congestion.png
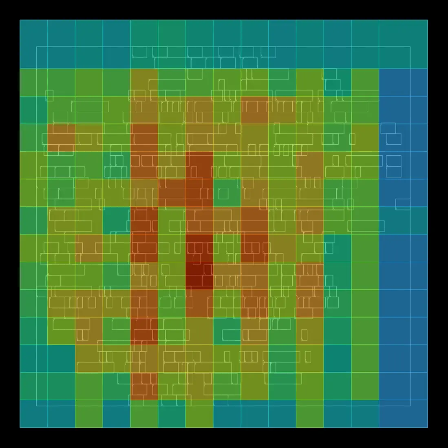
flops_by_reg.png
Scale: 4 px per µm.
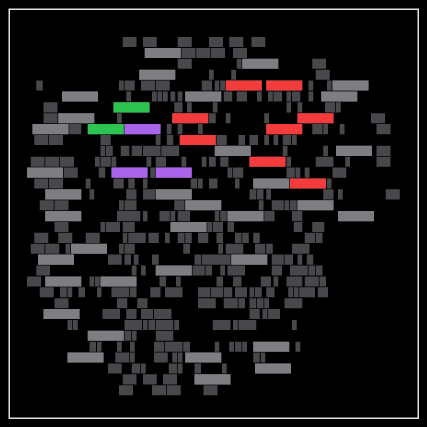
wires.png
Scale: 4 px per µm. Only two layers are drawn.
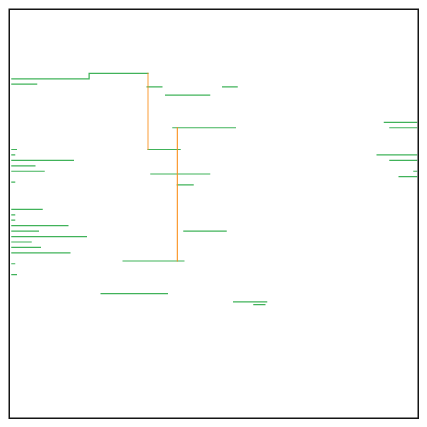
layer_met1.png
Scale: 6 px per µm. Supply wires on this layer in grey. Cells faint in the background.
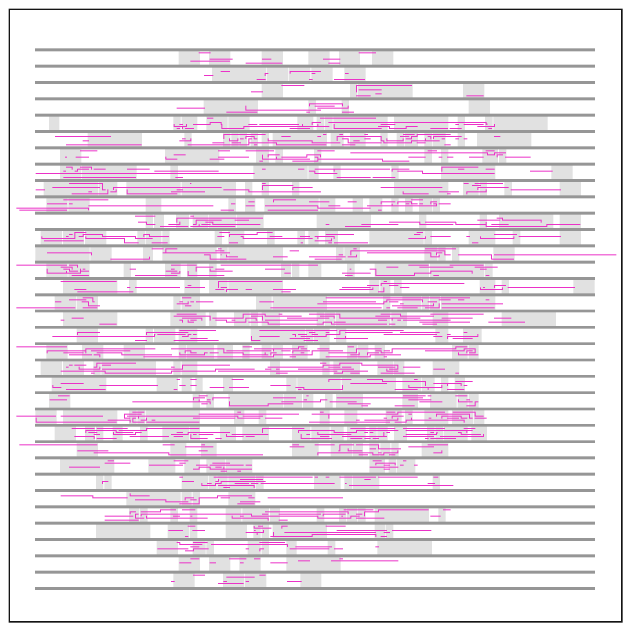
layer_met3.png
Scale: 4 px per µm. Cells faint in the background.
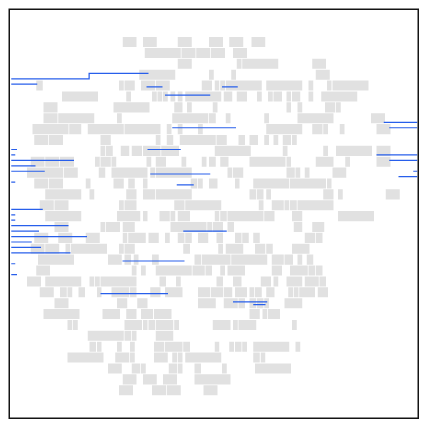
`config.mk`:
```
export PLATFORM = sky130hd
export DESIGN_NAME = u_seqdiv16_8_restoring
export DESIGN_NICKNAME = d
export VERILOG_FILES = /design/src/rtl/u_seqdiv16_8_restoring.sv
export SDC_FILE = /design/constraint.sdc
export NUM_CORES = 1
export LEC_CHECK = 0
export CELL_PAD_IN_SITES_DETAIL_PLACEMENT = 0
export CELL_PAD_IN_SITES_GLOBAL_PLACEMENT = 1
export CORE_MARGIN = 4
export CORE_UTILIZATION = 30
export CTS_BUF_LIST = sky130_fd_sc_hd__clkbuf_2
export CTS_CLUSTER_DIAMETER = 120
export DETAILED_ROUTE_END_ITERATION = 16
export PLACE_DENSITY = 0.68
export SETUP_SLACK_MARGIN = 0.05
export SYNTH_ARGS = -nofsm -noshare
export SYNTH_HDL_FRONTEND = slang
export SYNTH_SLANG_ARGS = --single-unit
```
`constraint.sdc`:
```
create_clock -name clk -period 3.49 [get_ports clk]
set_clock_uncertainty 0.05 [all_clocks]
set_input_delay 0.698 -clock clk [delete_from_list [all_inputs] [get_ports clk]]
set_output_delay 0.698 -clock clk [all_outputs]
set_load 0.01 [all_outputs]
```
`src/rtl/u_seqdiv16_8_restoring.sv`:
```
// Sequential unsigned restoring divider: 2N-bit dividend / N-bit divisor, one quotient bit per clock.
// Divide-by-zero and quotient overflow are detected at accept time and bypass the iteration.
//
// state  | meaning
// S_IDLE | in_ready high, waiting for an operand pair
// S_CALC | one restoring iteration per cycle, quotient bits enter MSB first
// S_DONE | result held on out_valid until the consumer takes it
module u_seqdiv16_8_restoring #(
   parameter int N = 8
) (
   input  logic           clk,
   input  logic           rst_n,
   input  logic           in_valid,
   output logic           in_ready,
   input  logic [2*N-1:0] dividend,
   input  logic [N-1:0]   divisor,
   output logic           out_valid,
   input  logic           out_ready,
   output logic [N-1:0]   quotient,
   output logic [N-1:0]   remainder,
   output logic           div_by_zero,
   output logic           overflow
);

   localparam int CW = (N > 2) ? $clog2(N) : 1;

   typedef enum logic [1:0] {S_IDLE, S_CALC, S_DONE} state_t;

   state_t        state, state_nxt;
   logic [N-1:0]  dvsr;
   logic [N-1:0]  rem_part;
   logic [N-1:0]  lo_sr;
   logic [CW-1:0] cnt;
   logic          hi_ovf;
   logic [N:0]    shifted;
   logic          take;
   logic [N-1:0]  rem_nxt;

   assign hi_ovf = (dividend[2*N-1:N] >= divisor);

   // Partial remainder stays below the divisor, so its top bit is always zero and
   // only the low N bits are stored; the shifted value needs the extra bit.
   assign shifted = {rem_part, lo_sr[N-1]};
   assign take    = (shifted >= {1'b0, dvsr});
   assign rem_nxt = take ? (shifted[N-1:0] - dvsr) : shifted[N-1:0];

   always_ff @(posedge clk or negedge rst_n) begin
      if (!rst_n) state <= S_IDLE;
      else        state <= state_nxt;
   end

   always_comb begin
      state_nxt = state;
      in_ready  = 1'b0;
      out_valid = 1'b0;
      case (state)
         S_IDLE: begin
            in_ready = 1'b1;
            if (in_valid) begin
               if ((divisor == '0) || hi_ovf) state_nxt = S_DONE;
               else                           state_nxt = S_CALC;
            end
         end
         S_CALC: begin
            if (cnt == '0) state_nxt = S_DONE;
         end
         S_DONE: begin
            out_valid = 1'b1;
            if (out_ready) state_nxt = S_IDLE;
         end
         default: state_nxt = S_IDLE;
      endcase
   end

   always_ff @(posedge clk or negedge rst_n) begin
      if (!rst_n) begin
         dvsr        <= '0;
         rem_part    <= '0;
         lo_sr       <= '0;
         cnt         <= '0;
         quotient    <= '0;
         remainder   <= '0;
         div_by_zero <= 1'b0;
         overflow    <= 1'b0;
      end else begin
         case (state)
            S_IDLE: begin
               if (in_valid) begin
                  dvsr        <= divisor;
                  div_by_zero <= 1'b0;
                  overflow    <= 1'b0;
                  if (divisor == '0) begin
                     quotient    <= '1;
                     remainder   <= dividend[N-1:0];
                     div_by_zero <= 1'b1;
                  end else if (hi_ovf) begin
                     quotient  <= '1;
                     remainder <= '1;
                     overflow  <= 1'b1;
                  end else begin
                     rem_part <= dividend[2*N-1:N];
                     lo_sr    <= dividend[N-1:0];
                     cnt      <= CW'(N - 1);
                     quotient <= '0;
                  end
               end
            end
            S_CALC: begin
               rem_part <= rem_nxt;
               lo_sr    <= {lo_sr[N-2:0], 1'b0};
               quotient <= {quotient[N-2:0], take};
               cnt      <= cnt - CW'(1);
               if (cnt == '0) remainder <= rem_nxt;
            end
            default: ;
         endcase
      end
   end

endmodule

```
==> results_slide.txt <==
Physical Implementation Snapshot

Status
  • Outcome: complete, no violations

Final timing
  • Final TNS setup: 0 ps
  • Endpoints failing hold: 0

Layout
  • N_diodes: 0
  • FF+latch area: 1180 µm²
  • Signal buffers: 54
  • Non-Filler Instances: 451
  • Inverters: 23

Worst setup path
  • Worst setup path end: rem_part[3]$_DFFE_PN0P_
  • Worst r2r src: dvsr[1]$_DFFE_PN0P_
  • CP endpoint kind: flop
  • R2R setup slack: 730 ps
  • Critical path peak fanout: 8

Clocking
  • Setup Fix Bufs, Post-CTS: 0
  • Clk slew on worst S/H paths: 270 ps

Synthesis
  • Synth Flop Type: dfrtp_1
  • Mux frac, synth: 0%
  • Top cells, area: dfrtp_1 45%, ha_1 8.5%, nand2_1 7.0%, nor2_1 4.8%, o21ai_0 4.4%
  • Main logic family: AND-OR/OR-AND gates
  • Syn_nets: 342

Detailed routing
  • Drt wl/cell: 16.2 µm

GRT
  • Initial antenna violation count: 0

Die
  • I/O pin cnt: 48
  • # rows: 33

Power and ir drop
  • Sequential power share: 31.9%
  • Max VDD drop: 0.000399 V
Notes on congestion.png above:
final core utilization: 39.4%
routing usage on met2: 23.9%
busiest layer in global routing: met2
met1 Resource Use GR: 21.1%

Notes on flops_by_reg.png above:
Key: lo_sr = red [flops 8]; cnt = purple [flops 3]; state = green [flops 2]
Another 34 sequential cells are not coloured.
Seq power: 1.00 mW
flop share of the area: 35.6%

Notes on wires.png above:
Key: metal 4 = orange [wire length 52.4 µm]; metal 3 = green [wire length 300 µm]

Notes on layer_met1.png above:
360 nets have wire on it. The layer carries 3390 µm of wire. The layer holds 47% of the routed length.
final wirelength: 7290 µm
vias: 2339

Notes on layer_met3.png above:
34 nets have wire on it. The layer holds 4.1% of the routed length. The longest straight run is 19.3 µm. The layer carries 300 µm of wire. The wires run mostly horizontal.
GRT met3 Usage: 3.14%

Power is estimated from default activity; no workload was simulated.
